<file path="src/rtl/uart_pkg.sv">
// Shared UART constants: register addresses, RX trigger levels and FIFO sizing defaults.
package uart_pkg;

    localparam logic [7:0] FCR_ADDR   = 8'h08;

    localparam int UART_DEPTH = 16;
    localparam int UART_AW    = 4;

    localparam logic [1:0] RXFIFTL_1  = 2'b00;
    localparam logic [1:0] RXFIFTL_4  = 2'b01;
    localparam logic [1:0] RXFIFTL_8  = 2'b10;
    localparam logic [1:0] RXFIFTL_14 = 2'b11;

    localparam int TRIG_1  = 1;
    localparam int TRIG_4  = 4;
    localparam int TRIG_8  = 8;
    localparam int TRIG_14 = 14;

    function automatic int trig_level(input logic [1:0] sel);
        int lvl;
        lvl = TRIG_1;
        unique case (sel)
            RXFIFTL_1:  lvl = TRIG_1;
            RXFIFTL_4:  lvl = TRIG_4;
            RXFIFTL_8:  lvl = TRIG_8;
            RXFIFTL_14: lvl = TRIG_14;
        endcase
        return lvl;
    endfunction

endpackage

</file>
<file path="src/rtl/uart_fifo_mem.sv">
// RX FIFO storage: synchronous write, asynchronous (show-ahead) read.
// Entries reset to zero so the read port shows 0 straight out of reset.
module uart_fifo_mem
    import uart_pkg::*;
#(
    parameter int DATA_W = 8,
    parameter int DEPTH  = UART_DEPTH,
    parameter int AW     = UART_AW
) (
    input  logic              m_clk,
    input  logic              reset,
    input  logic              we,
    input  logic [AW-1:0]     waddr,
    input  logic [DATA_W-1:0] wdata,
    input  logic [AW-1:0]     raddr,
    output logic [DATA_W-1:0] rdata
);

    logic [DATA_W-1:0] mem [DEPTH];

    always_ff @(posedge m_clk or posedge reset) begin
        if (reset) begin
            for (int i = 0; i < DEPTH; i++) mem[i] <= '0;
        end else if (we) begin
            mem[waddr] <= wdata;
        end
    end

    assign rdata = mem[raddr];

endmodule

</file>
<file path="src/rtl/uart_rx_fifo.sv">
// UART receive FIFO: pointer/count control, FCR-driven clear, sticky overrun and
// RX trigger-level flag. Non-FIFO mode behaves as a single overwriting holding register.
module uart_rx_fifo
    import uart_pkg::*;
#(
    parameter int DATA_W = 8,
    parameter int DEPTH  = UART_DEPTH,
    parameter int AW     = UART_AW
) (
    input  logic              m_clk,
    input  logic              reset,
    input  logic              FIFOEN,
    input  logic              RXCLR,
    input  logic [1:0]        RXFIFTL,
    input  logic              wr_en,
    input  logic [DATA_W-1:0] wr_data,
    input  logic              rd_en,
    input  logic              ovr_clr,
    output logic [DATA_W-1:0] rd_data,
    output logic [AW:0]       count,
    output logic              empty,
    output logic              full,
    output logic              trigger_hit,
    output logic              overrun
);

    // wr_en/rd_en are single-cycle strobes with no back-pressure: a push into a full
    // FIFO is an overrun, a pop from an empty FIFO is ignored, and a clear event
    // in the same cycle swallows both.

    logic [AW-1:0] wr_ptr;
    logic [AW-1:0] rd_ptr;
    logic          rxclr_q;
    logic          fifoen_q;
    logic          clear;
    logic          push;
    logic          pop;
    logic          ovr_set;
    logic          ovw;
    logic          we;
    logic [AW-1:0] waddr;
    logic [AW:0]   trig_lvl;

    always_comb begin
        clear    = (RXCLR & ~rxclr_q) | (FIFOEN ^ fifoen_q);
        empty    = (count == '0);
        full     = FIFOEN ? (count == (AW+1)'(DEPTH)) : (count == (AW+1)'(1));
        pop      = rd_en & ~empty & ~clear;
        // A simultaneous pop frees the slot, so a push into a full FIFO still lands.
        push     = wr_en & (~full | rd_en) & ~clear;
        ovr_set  = wr_en & full & ~rd_en & ~clear;
        // Holding-register mode replaces the single stored character in place.
        ovw      = ovr_set & ~FIFOEN;
        we       = push | ovw;
        waddr    = ovw ? rd_ptr : wr_ptr;
        trig_lvl = (AW+1)'(trig_level(RXFIFTL));
        trigger_hit = FIFOEN ? (count >= trig_lvl) : ~empty;
    end

    always_ff @(posedge m_clk or posedge reset) begin
        if (reset) begin
            wr_ptr   <= '0;
            rd_ptr   <= '0;
            count    <= '0;
            overrun  <= 1'b0;
            rxclr_q  <= 1'b0;
            fifoen_q <= 1'b0;
        end else begin
            rxclr_q  <= RXCLR;
            fifoen_q <= FIFOEN;
            if (clear) begin
                wr_ptr <= '0;
                rd_ptr <= '0;
                count  <= '0;
            end else begin
                if (push) wr_ptr <= wr_ptr + AW'(1);
                if (pop)  rd_ptr <= rd_ptr + AW'(1);
                case ({push, pop})
                    2'b10:   count <= count + (AW+1)'(1);
                    2'b01:   count <= count - (AW+1)'(1);
                    default: count <= count;
                endcase
            end
            if (ovr_set)      overrun <= 1'b1;
            else if (ovr_clr) overrun <= 1'b0;
        end
    end

    uart_fifo_mem #(
        .DATA_W (DATA_W),
        .DEPTH  (DEPTH),
        .AW     (AW)
    ) u_mem (
        .m_clk  (m_clk),
        .reset  (reset),
        .we     (we),
        .waddr  (waddr),
        .wdata  (wr_data),
        .raddr  (rd_ptr),
        .rdata  (rd_data)
    );

endmodule
</file>
<file path="config.mk">
export PLATFORM = sky130hd
export DESIGN_NAME = uart_rx_fifo
export DESIGN_NICKNAME = d
export VERILOG_FILES = /design/src/rtl/uart_pkg.sv /design/src/rtl/uart_fifo_mem.sv /design/src/rtl/uart_rx_fifo.sv
export SDC_FILE = /design/constraint.sdc
export NUM_CORES = 1
export LEC_CHECK = 0
export CAP_MARGIN = 15
export CORE_ASPECT_RATIO = 0.5
export CORE_MARGIN = 2
export CORE_UTILIZATION = 58
export CTS_BUF_LIST = sky130_fd_sc_hd__clkbuf_8
export CTS_CLUSTER_DIAMETER = 120
export DETAILED_ROUTE_END_ITERATION = 8
export HOLD_SLACK_MARGIN = 0.02
export PLACE_DENSITY = 0.77
export REMOVE_ABC_BUFFERS = 1
export SETUP_SLACK_MARGIN = 0.02
export SLEW_MARGIN = 20
export SYNTH_ARGS = -nofsm -noshare
export SYNTH_HDL_FRONTEND = slang
export SYNTH_SLANG_ARGS = --single-unit
</file>
<file path="constraint.sdc">
create_clock -name m_clk -period 6 [get_ports m_clk]
set_input_delay 0.6 -clock m_clk [delete_from_list [all_inputs] [get_ports m_clk]]
set_output_delay 0.6 -clock m_clk [all_outputs]
set_load 0.01 [all_outputs]
</file>
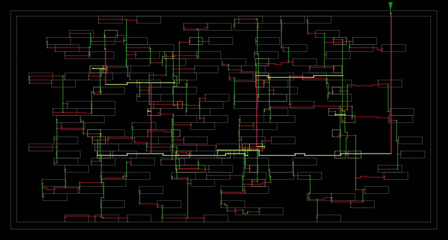
Figure 1: the clock network.
clk sinks: 144
Clock Power: 0.793 mW
Clock buffer cells: 18

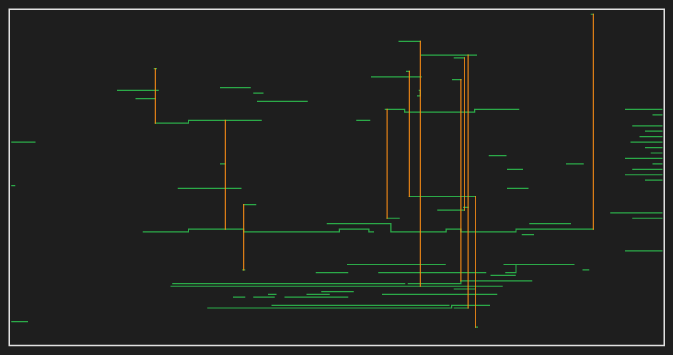
Figure 2: wiring by layer.
(4 px per um) Only two layers are drawn.
- met4: orange (wire length 415 um)
- met3: green (wire length 915 um)
WL/cell: 22.6 um
all-layer global routing usage: 24.9%
DR vias: 4285
drt total wl: 15500 um

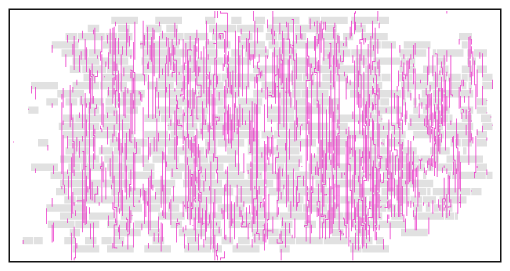
Figure 3: the metal 2 layer.
(3 px per um)
- nets with wire on the layer: 491
- share of all routed wire: 45%
GRT met2 Usage: 35.6%

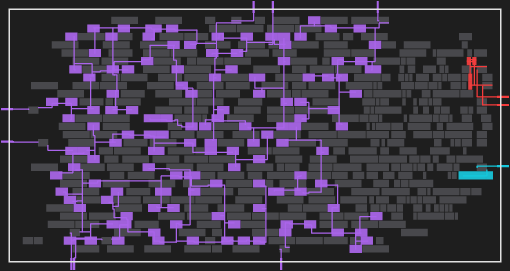
Figure 4: I/O nets highlighted.
(3 px per um)
- RXFIFTL: red (bits 2; direction input; edge right; end cells 4; buffers 2; wire 60.5 um)
- RXCLR: cyan (bits 1; direction input; edge right; end cells 2; buffers 1; wire 17.6 um)
- wr_data: purple (bits 8; direction input; edge 3 bottom, 3 top, 2 left; end cells 128; buffers 8; wire 1190 um)
PortBufs: 33
I/O pins: 34

cell usage after synthesis, drive strengths merged, types with 5 or more instances:
library cell / number
nand2: 12
o2111ai: 11
nor3: 7
ha: 10
inv: 10
mux4: 40
dfrtp: 144
nor2: 14
mux2: 130
a21oi: 8
clkbuf: 15
nand3: 5
buf: 14
xor2: 8
area by class of cell:
class / instances / area share, %
clock buffers: 18 / 3.02
clock inverters: 14 / 1.91
inverters: 10 / 0.519
multi-input cells: 293 / 43.6
flip-flops and latches: 144 / 44.0
well taps: 170 / 2.60
repair buffers: 36 / 4.31
kinds of logic after synthesis:
group           after synthesis  synth area share [%]
mux                         171                  32.9
flops                       144                  48.9
simple gates                 61                  5.27
compound gates               41                  7.53
buf+inv                      39                  2.53
xor+xnor                     10                  1.19
fa+ha+maj                    10                  1.70
routing by layer:
| metal | GRT usage [%] | wire [um] |
|---|---|---|
| met1 | 36.8 | 7180 |
| met2 | 35.6 | 6990 |
| met3 | 6.01 | 914 |
| met4 | 10.3 | 414 |
| met5 | 0 | 0 |
worst paths after layout:
check | startpoint | endpoint | slack, ps | cells after the start
max reg2reg | count[1]$_DFFE_PP0P_ | u_mem.mem[45]$_DFFE_PP0P_ | 3020 | 7
min reg2reg | u_mem.mem[32]$_DFFE_PP0P_ | u_mem.mem[32]$_DFFE_PP0P_ | 490 | 1
min | u_mem.mem[32]$_DFFE_PP0P_ | u_mem.mem[32]$_DFFE_PP0P_ | 490 | 1
max in group asynchronous | reset | rd_ptr[1]$_DFFE_PP0P_ | 4090 | 3
min in group asynchronous | reset | u_mem.mem[78]$_DFFE_PP0P_ | 700 | 2
max | rd_ptr[0]$_DFFE_PP0P_ | rd_data[7] | 2030 | 4
==> flow_summary_export.csv <==
group,metric,value,unit
setup_path,path_buffers,2,
timing,fin_hold_ws,486,ps
floorplan,initial_core_util,58.8,%
pwr,netSwitchingFraction,29.0,%
setup_path,cpLargestDelayFamily,"multiplexers",
placement,dp.cells,653,
clock_tree,cts_buffers,17,
pwr,powerDensity,294,nW/um2
clock_tree,clock_latency,450,ps
synthesis,area_leaders,"dfrtp_1 (49%), mux2_2 (16%), mux4_2 (12%)",
placement,dp_slack,2430,ps
setup_path,crit_chain,"buf_4 > mux4_2 > mux4_2 > clkdlybuf4s50_1",
final_layout,largest_reg_flops,128,
clock_tree,clk_pin_slew,90,ps
setup_path,crit_top_cell,"mux4_2",
setup_path,worstSetupPathType,"reg -> out",
pwr,comb_power_share,20.1,%
final_layout,final_cell_mix,"dfrtp_1 (142), mux2_2 (104), mux4_2 (40)",
worst_hold_path,holdCritPathClass,"reg -> reg",
synthesis,ys_warn_count,0,
timing,hold_viol,0,
global_routing,grt_pass1_vias,4267,
clock_tree,htree_levels,4,
synthesis,yosysChipArea,7370,um2
floorplan,chipArea,13700,um2
final_layout,regMostFlops,"u_mem.mem",
floorplan,die_w,163,um
final_layout,layout_top_cell,"dfrtp_1",
pwr,finalPower,2.41,mW
run,cap_violations,0,
synthesis,edf_count,0,
pwr,comb_power,0.482,mW
pwr,maxPowerGroup,"sequential cells",
clock_tree,post_cts_buffers,0,
timing,finalMaxSlewViolations,0,
global_routing,grt_pass1_wl,25000,um
synthesis,ff_type,"dfrtp_1",
synthesis,synth.distinct_cells,58,
setup_path,crit_arrival,3370,ps
route,drc,0,
final_layout,diodes,0,
clock_tree,cts_tree,"built",
floorplan,die_y,83.7,um
floorplan,rows,29,
synthesis,netlist.area_leader.share,48.9,%
pwr,p_clk_share,33.0,%
route,viasPerCell,6.26,
timing,fin_setup_tns,0,ps
pwr,power_switching,0.696,mW
final_layout,reg.largest.list,"u_mem.mem x128, count x5",
placement,globalplace.congestion,0.803,
route,drtAntennaViolNets,0,
synthesis,synth_area_leader_cell,"dfrtp_1",
pwr,p_seq_share,47.0,%
clock_tree,cts_resized,0,
pwr,power_sequential,1.13,mW
timing,final.min_clock_period,3970,ps
run_status,status,"completed",
final_layout,area_growth,11.2,%
timing,clock_skew,16.8,ps
setup_path,cp_max_fo,25,
timing,finalCritPeriodShare,66.2,%
setup_path,slowest_stage,"dfrtp_2",
global_routing,antenna_found_initial,0,
final_layout,final_util,65.5,%
clock_tree,root_buffer,"clkbuf_8",
clock_tree,hold_buffers,0,
placement,placed_cell_area,7790,um2
synthesis,ys_ff,144,
final_layout,stdcell_count,685,
final_layout,flop_area,3610,um2
timing,max_freq,252,MHz
setup_path,critPathCaptureType,"primary output",
timing,worst_slew_pin_slew,935,ps
global_routing,grt_max_degree,103,
timing,max_slew_margin,37.7,%
placement,hpwl,9560,um
synthesis,yosysCellCount,476,
timing,worst_slack,2030,ps
setup_path,start_kind,"register",
route,first_pass_iters,4,
synthesis,ys_seq_share,48.9,%
clock_tree,clock_path_buffers,2,
setup_path,max_stage_delay,950,ps
final_layout,fillCellCount,877,
floorplan,core-area,12500,um2
final_layout,fin_nets,529,
run,warnings,30,
pwr,power.leakage,3.66,nW
final_layout,multiInputGateArea,3580,um2
global_routing,grt-ovfl-total,0,
synthesis,synthCells,476,
pwr,ir_worst_vdd,0.000145,V
pwr,p_int,1.71,mW
synthesis,synthArstFlopShare,100,%
route,drt_iter0_markers,240,
final_layout,final_area,8190,um2
synthesis,syn_area,7370,um2
final_layout,drive_gt1_share,43.3,%
setup_path,crit_required,5400,ps
timing,rsz0062_at_grt,"no",
timing,setup_viol,0,
synthesis,syn_avg_cell_area,15.5,um2
Power and IR drop assume default switching activity.
